==> run_1/pdn.png <==
Scale bar: 20 µm. Pins as bars on the die edge.
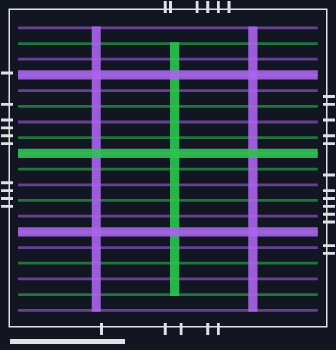
==> run_1/cell_classes.png <==
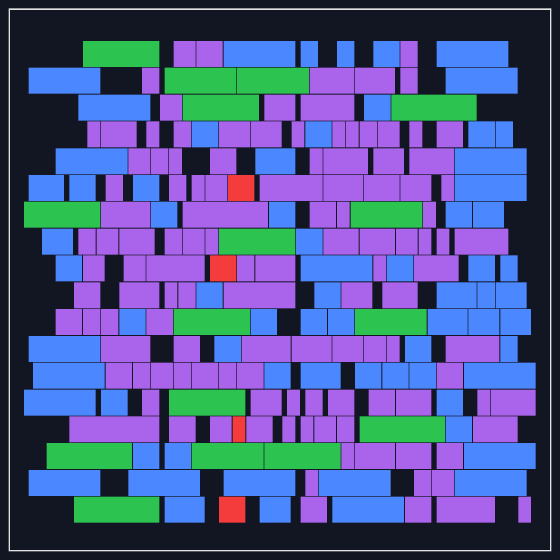
==> run_1/clock_map.png <==
Scale bar: 20 µm.
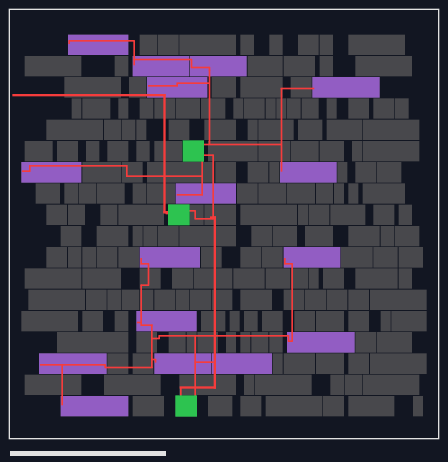
==> run_1/metal_stack.png <==
Scale bar: 20 µm.
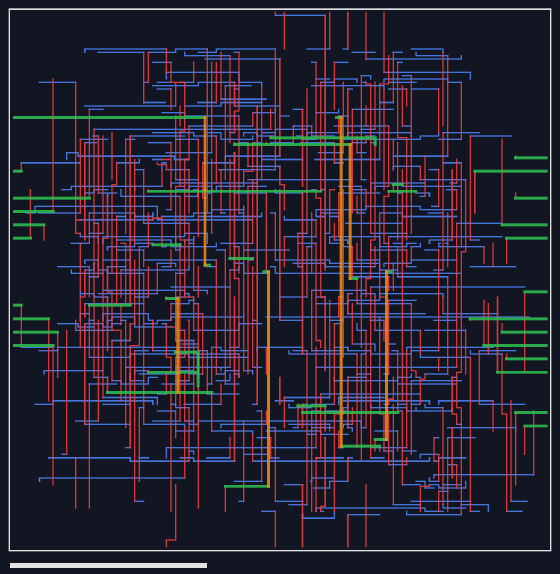
==> config.mk <==
export PLATFORM = sky130hd
export DESIGN_NAME = sr_ff_bank
export DESIGN_NICKNAME = d
export VERILOG_FILES = /design/src/rtl/sr_ff_bank.sv
export SDC_FILE = /design/constraint.sdc
export NUM_CORES = 1
export LEC_CHECK = 0
export CAP_MARGIN = 20
export CORE_UTILIZATION = 42
export CTS_CLUSTER_DIAMETER = 60
export DETAILED_ROUTE_END_ITERATION = 12
export PLACE_DENSITY = 0.83
export SLEW_MARGIN = 5
export SYNTH_ARGS = -nofsm -noshare
export SYNTH_HDL_FRONTEND = slang
export SYNTH_SLANG_ARGS = --single-unit
==> constraint.sdc <==
create_clock -name clk -period 1.6 [get_ports clk]
set_clock_uncertainty 0.15 [all_clocks]
set_input_delay 0.32 -clock clk [delete_from_list [all_inputs] [get_ports clk]]
set_output_delay 0.32 -clock clk [all_outputs]
set_load 0.05 [all_outputs]
==> src/rtl/sr_ff_bank.sv <==
// sr_ff_bank: WIDTH-channel clocked storage bank with run-time mode select.
// Each channel behaves as an SR, JK, D or T flip-flop, chosen by mode.
// The bank also has sticky per-channel illegal-SR flags and a saturating
// counter of the clock edges that carry at least one illegal SR channel.
//
// Ports:
//   clk          rising-edge clock
//   rst_n        synchronous reset, active low
//   en           update enable (0 = every channel holds)
//   mode         00=SR, 01=JK, 10=D, 11=T (applies to all channels)
//   a            S / J / D / T input per channel
//   b            R / K input per channel (don't-care in D and T modes)
//   clr_err      clears err and illegal_cnt
//   q            stored state
//   qbar         ~q, derived from q only
//   err          sticky: channel saw S=R=1 in SR mode while en=1
//   illegal_cnt  saturating count of edges with >=1 illegal SR channel
module sr_ff_bank #(
  parameter int unsigned       WIDTH     = 4,
  parameter logic [WIDTH-1:0]  RESET_VAL = '0,
  parameter int unsigned       SR_POLICY = 0,
  parameter int unsigned       CNT_W     = 8
) (
  input  logic             clk,
  input  logic             rst_n,
  input  logic             en,
  input  logic [1:0]       mode,
  input  logic [WIDTH-1:0] a,
  input  logic [WIDTH-1:0] b,
  input  logic             clr_err,
  output logic [WIDTH-1:0] q,
  output logic [WIDTH-1:0] qbar,
  output logic [WIDTH-1:0] err,
  output logic [CNT_W-1:0] illegal_cnt
);

  localparam logic [1:0] MODE_SR = 2'b00;
  localparam logic [1:0] MODE_JK = 2'b01;
  localparam logic [1:0] MODE_D  = 2'b10;
  localparam logic [1:0] MODE_T  = 2'b11;

  localparam logic [CNT_W-1:0] CNT_MAX = {CNT_W{1'b1}};

  logic [WIDTH-1:0] q_next;
  logic [WIDTH-1:0] illegal;
  logic [WIDTH-1:0] err_base;
  logic [WIDTH-1:0] err_next;
  logic [CNT_W-1:0] cnt_base;
  logic [CNT_W-1:0] cnt_next;

  // Per-channel next state; b is never read in D or T mode.
  always_comb begin
    q_next = q;
    for (int unsigned i = 0; i < WIDTH; i++) begin
      case (mode)
        MODE_SR: begin
          case ({a[i], b[i]})
            2'b10:   q_next[i] = 1'b1;
            2'b01:   q_next[i] = 1'b0;
            2'b11: begin
              if (SR_POLICY == 1)      q_next[i] = 1'b1;
              else if (SR_POLICY == 2) q_next[i] = 1'b0;
              else                     q_next[i] = q[i];
            end
            default: q_next[i] = q[i];
          endcase
        end
        MODE_JK: begin
          case ({a[i], b[i]})
            2'b10:   q_next[i] = 1'b1;
            2'b01:   q_next[i] = 1'b0;
            2'b11:   q_next[i] = ~q[i];
            default: q_next[i] = q[i];
          endcase
        end
        MODE_D:  q_next[i] = a[i];
        MODE_T:  q_next[i] = a[i] ? ~q[i] : q[i];
        default: q_next[i] = q[i];
      endcase
    end
  end

  // Error bookkeeping: a clear drops the old value first, then this edge's
  // illegal channels are recorded on top of it.
  always_comb begin
    illegal  = (en && (mode == MODE_SR)) ? (a & b) : '0;
    err_base = clr_err ? '0 : err;
    err_next = err_base | illegal;
    cnt_base = clr_err ? '0 : illegal_cnt;
    cnt_next = cnt_base;
    if ((|illegal) && (cnt_base != CNT_MAX)) begin
      cnt_next = cnt_base + CNT_W'(1);
    end
  end

  // State registers with synchronous reset.
  always_ff @(posedge clk) begin
    if (!rst_n) begin
      q           <= RESET_VAL;
      err         <= '0;
      illegal_cnt <= '0;
    end else begin
      if (en) begin
        q <= q_next;
      end
      err         <= err_next;
      illegal_cnt <= cnt_next;
    end
  end

  assign qbar = ~q;

endmodule
==> run notes, run 1 <==
run metrics: outcome=finished with violations, violated checks=setup timing, area reported by Yosys stat=between 1000 and 1500 µm², Setup Viol. Count Final=4, main area contributors=dfxtp_1 27%, ha_1 11%, inv_1 4.5%, kind of critical path=reg -> reg, top cell type's share of synthesized area=between 20% and 30%, Synth Area in XOR/XNOR=0%, overall power=0.001101 W, min setup slack post-route=-0.09791 ns, Seq. pwr=0.000427 W, chip footprint=about 3000 µm², initial drt markers=between 40 and 50, drt via density=a little under 6, CP endpoint kind=flip-flop, Synth area leader=dfxtp_1, largest net degree at the start of global routing=17, Final clock-cell share=approximately 1.2%, Area Overhead vs Synth=81.50%, Dominant comb cell=AND-OR/OR-AND gates, reg2reg start=illegal_cnt[1], htree depth=1, Reg area=between 300 and 400 µm², # nets final=234, crit-path max FO=7, vias in the first global route=around 1.4k, met2 Use GR=between 50% and 60%, Well Taps=30, register area share after synthesis=a little over a quarter, largest stage delay on the critical path=around 0.47 ns, max-cap violations=0, WP depth=6, Port Buf Inserts=33, first-pass GRT wire length=around 6.0 mm, ANT cells=0, GP Congestion=slightly above 0.9, Hold Path Cell Cnt=2, top-count cell post-synth=dfxtp_1, crit path max-delay cell type=or4_1, fraction of area in registers=16.21%, #FFs+latches synth=16, routed wl met2=2.107 mm, Critical Path Start=illegal_cnt[1], seq_cells=16, non-clk buf share=between 30% and 40%, DRT Pass-1 Iters=4, top cell category=multi-input combinational cells, clk buf depth=2, Worst Hold Launch=illegal_cnt[4], post-route cell area=approximately 2100 µm², post-synthesis cell count from yosys=between 100 and 150
-- pdn.png (at the start) --
| color | net |
|---|---|
| green | VDD |
| purple | VSS |
rows: 18
met1 rails: 19
signal pins: 34
Peak VDD IR: 0.4732 mV
Die H: 54.78 µm

-- cell_classes.png (at the start) --
| color | class | cells | share of their area |
|---|---|---|---|
| purple | all other logic | 120 | 45% |
| red | clock drivers and dummy loads | 4 | 1.3% |
| green | flops | 16 | 16% |
| blue | other buffers and delay cells | 69 | 37% |
Core ar.: 2545 µm²
row count: 18

-- clock_map.png (at the start) --
[green] cells driving clock nets | count: 3
[red] clock wires | length: 260 µm
[purple] flip-flops | count: 16
routed clock nets: 4
clock group share of total power: 22.5%
clk_lat worst skew: 0.30 ns
Clock Power: 0.000247 W

-- metal_stack.png (at the start) --
| color | layer | wire length |
|---|---|---|
| blue | met1 | 1600 µm |
| orange | met4 | 110 µm |
| green | met3 | 205 µm |
| red | met2 | 2110 µm |
final WL: 4.020 mm
WL/cell: 16.82 µm
Total Routing Usage GR: 28.64%
via count: 1409

==> run 2: changes to the inputs <==
--- a/config.mk
+++ b/config.mk
@@ -5,6 +5,7 @@
 export SDC_FILE = /design/constraint.sdc
 export NUM_CORES = 1
 export LEC_CHECK = 0
+export ABC_CLOCK_PERIOD_IN_PS = 1600
 export CAP_MARGIN = 20
 export CORE_UTILIZATION = 42
 export CTS_CLUSTER_DIAMETER = 60
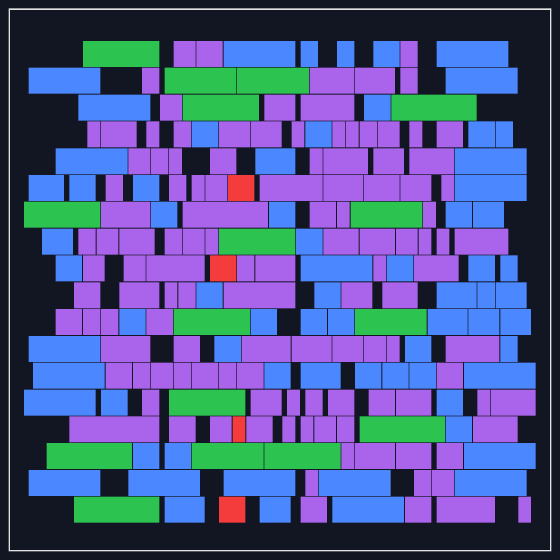
(run_2/cell_classes.png)
| color | class | cells | share of their area |
|---|---|---|---|
| purple | all other logic | 120 | 45% |
| green | flops | 16 | 16% |
| red | clock drivers and dummy loads | 4 | 1.3% |
| blue | other buffers and delay cells | 69 | 37% |
post-route cell area: 2123 µm²
fraction of area in registers: 16.21%
Finished Core Util: 83.43%

==> run notes, run 2 <==
run metrics: outcome=finished with violations, violated checks=setup timing, #FFs+latches synth=16 (unchanged), post-synthesis cell count from yosys=141 (unchanged), overall power=0.001101 W (unchanged), routed wl met2=2.107 mm (unchanged), first-pass GRT wire length=6.023 mm (unchanged), row count=18 (unchanged), Hold Path Cell Cnt=2 (unchanged), Critical Path Start=illegal_cnt[1], Reg area=344.1 µm² (unchanged), Dominant comb cell=AND-OR/OR-AND gates, Sw Ratio=35.05%, WP depth=6 (unchanged), # nets final=234 (unchanged), main area contributors=dfxtp_1 27%, ha_1 11%, inv_1 4.5%, clk_lat worst skew=0.30 ns (about the same), Remaining Overflow, GRT=0, Core ar.=2545 µm² (unchanged), Port Buf Inserts=33 (unchanged), Area Overhead vs Synth=81.50% (unchanged), RSZ-0062 raised after global routing=true, DRT Pass-1 Iters=4 (unchanged), final WL=4.020 mm (unchanged), Synth area leader=dfxtp_1, reg2reg start=illegal_cnt[1], Post-CTS Hold Buffers=0, Synth Area in Compound Gates=around 27%, chip footprint=3000 µm² (unchanged), Seq. pwr=0.000427 W (about the same), combinational power share=38.7%, Clock Power=0.000247 W (about the same), clock group share of total power=22.5% (about the same), Arrival @ worst endpoint=1.78 ns, Final ANT Viol Nets=0, Setup Viol. Count Final=4 (unchanged), min setup slack post-route=-0.09791 ns (unchanged), ys async rst share=0%, via count=1409 (unchanged), largest net degree at the start of global routing=17 (unchanged), Reg clk slew, reported paths=~0.1 ns, area reported by Yosys stat=1170 µm² (unchanged), crit path max-delay cell type=or4_1, ANT cells=0 (unchanged), Simple Share, Synth=25.13%, met2 Use GR=53.21% (unchanged), seq_cells=16 (unchanged), top flop regs=illegal_cnt (8), err (4), q (4), vias in the first global route=1366 (unchanged), largest stage delay on the critical path=0.47 ns (about the same), top cell type's share of synthesized area=27.38% (unchanged), kind of critical path=reg -> reg, clk buf depth=2 (unchanged), crit-path max FO=7 (unchanged), initial drt markers=47 (unchanged), register area share after synthesis=27.38% (unchanged), placed instance count=between 200 and 250, post_cts resized=27, Worst Hold Launch=illegal_cnt[4], non-clk buf share=36.83% (unchanged), fillcell total=about 150, top-count cell post-synth=dfxtp_1, Dominant Register Cell=dfxtp_1, drt via density=5.895 (unchanged), CP endpoint kind=flip-flop, max-cap violations=0 (unchanged), htree depth=1 (unchanged), Well Taps=30 (unchanged), GP Congestion=0.9313 (unchanged), Peak VDD IR=0.4732 mV (unchanged), Total Routing Usage GR=28.64% (unchanged), mapped cell area=around 1200 µm², Final clock-cell share=1.237% (unchanged), kind of cell adding the most delay to the critical path=simple AND/OR/NAND/NOR gates, worst r2r path cells=6, Synth Area in XOR/XNOR=0% (unchanged), logic area=slightly below 900 µm², WL/cell=16.82 µm (unchanged), top cell category=multi-input combinational cells
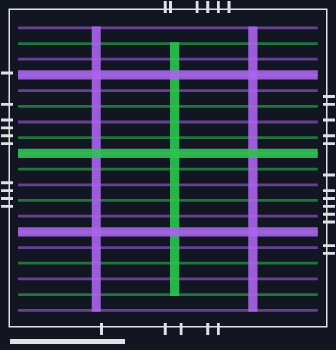
(run_2/pdn.png)
Scale bar: 20 µm. Pins as bars on the die edge.
| color | net |
|---|---|
| green | VDD |
| purple | VSS |
met1 rails: 19
signal pins: 34
die width: 54.78 µm

==> run 3: changes to the inputs <==
--- a/config.mk
+++ b/config.mk
@@ -5,12 +5,13 @@
 export SDC_FILE = /design/constraint.sdc
 export NUM_CORES = 1
 export LEC_CHECK = 0
-export ABC_CLOCK_PERIOD_IN_PS = 1600
+export ABC_CLOCK_PERIOD_IN_PS = 1900
 export CAP_MARGIN = 20
-export CORE_UTILIZATION = 42
+export CORE_UTILIZATION = 47
 export CTS_CLUSTER_DIAMETER = 60
 export DETAILED_ROUTE_END_ITERATION = 12
-export PLACE_DENSITY = 0.83
+export PLACE_DENSITY = 0.87
+export REMOVE_ABC_BUFFERS = 1
 export SLEW_MARGIN = 5
 export SYNTH_ARGS = -nofsm -noshare
 export SYNTH_HDL_FRONTEND = slang
==> constraint.sdc (replaced) <==
create_clock -name clk -period 1.9 [get_ports clk]
set_clock_uncertainty 0.15 [all_clocks]
set_input_delay 0.38 -clock clk [delete_from_list [all_inputs] [get_ports clk]]
set_output_delay 0.38 -clock clk [all_outputs]
set_load 0.05 [all_outputs]
==> run notes, run 3 <==
run metrics: post_cts resized=13 (-52%), Simple Share, Synth=25.13% (unchanged), Synth area leader=dfxtp_1, WP depth=7 (+1), register area share after synthesis=27.38% (unchanged), post-synthesis cell count from yosys=141 (unchanged), chip footprint=2693 µm² (-10%), Well Taps=28 (-6.7%), max-cap violations=0 (unchanged), top-count cell post-synth=dfxtp_1, Arrival @ worst endpoint=1.92 ns (+0.14 ns), clk buf depth=2 (unchanged), largest net degree at the start of global routing=16 (-1), overall power=0.0008860 W (-20%), crit-path max FO=7 (unchanged), Worst Hold Launch=err[1], drt via density=5.842 (-0.91%), Finished Core Util=80.54% (-2.9 points), Final ANT Viol Nets=0 (unchanged), Dominant comb cell=AND-OR/OR-AND gates, Worst Hold Path EP=err[1], Final clock-cell share=1.980% (+0.74 points), Seq. pwr=0.000354 W (-17%), #FFs+latches synth=16 (unchanged), combinational power share=34.2% (-4.5 points), fillcell total=152 (+4.8%), die width=51.89 µm (-5.3%), Post-CTS Hold Buffers=0 (unchanged), Remaining Overflow, GRT=0 (unchanged), seq_cells=16 (unchanged), fraction of area in registers=17.61% (+1.4 points), routed wl met2=1.975 mm (-6.3%), largest stage delay on the critical path=0.52 ns (+0.05 ns), Reg clk slew, reported paths=0.10 ns (about the same), Core ar.=2276 µm² (-11%), RSZ-0062 raised after global routing=true, Area Overhead vs Synth=56.68%, Peak VDD IR=0.3682 mV (-22%), ys async rst share=0% (unchanged), row count=17 (-1), Sw Ratio=32.95% (-2.1 points), reg2reg start=illegal_cnt[0], top cell type's share of synthesized area=27.38% (unchanged), DRT Pass-1 Iters=4 (unchanged), CP endpoint kind=flip-flop, first-pass GRT wire length=6.051 mm (+0.46%), worst r2r path cells=7 (+1), # nets final=237 (+1.3%), Synth Area in Compound Gates=27.27% (unchanged), placed instance count=233 (+0.43%), vias in the first global route=1440 (+5.4%), Critical Path Start=illegal_cnt[0], min setup slack post-route=0.04610 ns (+0.1440 ns), logic area=807.0 µm² (-7.2%), kind of critical path=reg -> reg, outcome=finished clean, Reg area=322.8 µm² (-6.2%), Setup Viol. Count Final=0 (-4), Synth Area in XOR/XNOR=0% (unchanged), main area contributors=dfxtp_1 27%, ha_1 11%, inv_1 4.5%, initial drt markers=48 (+2.1%), GP Congestion=0.9454 (+1.5%), post-route cell area=1833 µm² (-14%), top flop regs=illegal_cnt (8), err (4), q (4), Hold Path Cell Cnt=2 (unchanged)
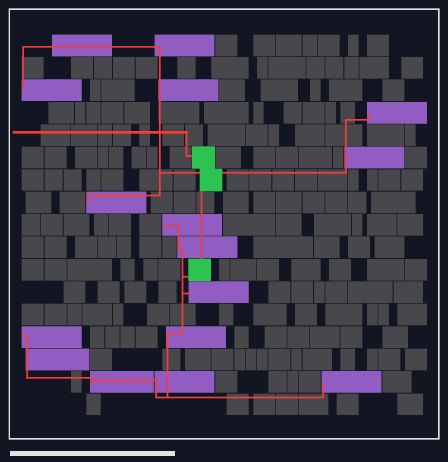
(run_3/clock_map.png)
Scale bar: 20 µm.
[red] clock wires | length: 196 µm
[purple] flip-flops | count: 16
[green] cells driving clock nets | count: 3
flops lie: all over the die
clock group share of total power: 25.8%
Clock Power: 0.000228 W
clk_lat worst skew: 0.28 ns

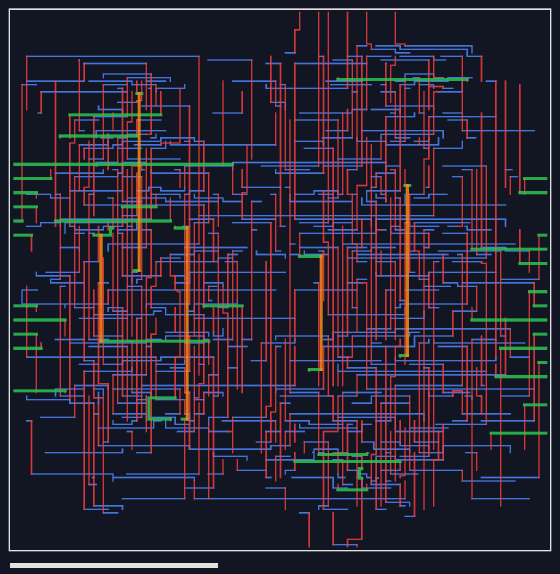
(run_3/metal_stack.png)
Scale bar: 20 µm.
| color | layer | wire length |
|---|---|---|
| blue | met1 | 1570 µm |
| red | met2 | 1980 µm |
| orange | met4 | 72.8 µm |
| green | met3 | 181 µm |
via count: 1402
WL/cell: 15.83 µm
final WL: 3.798 mm
Total Routing Usage GR: 30.64%

Power is estimated from default activity; no workload was simulated.
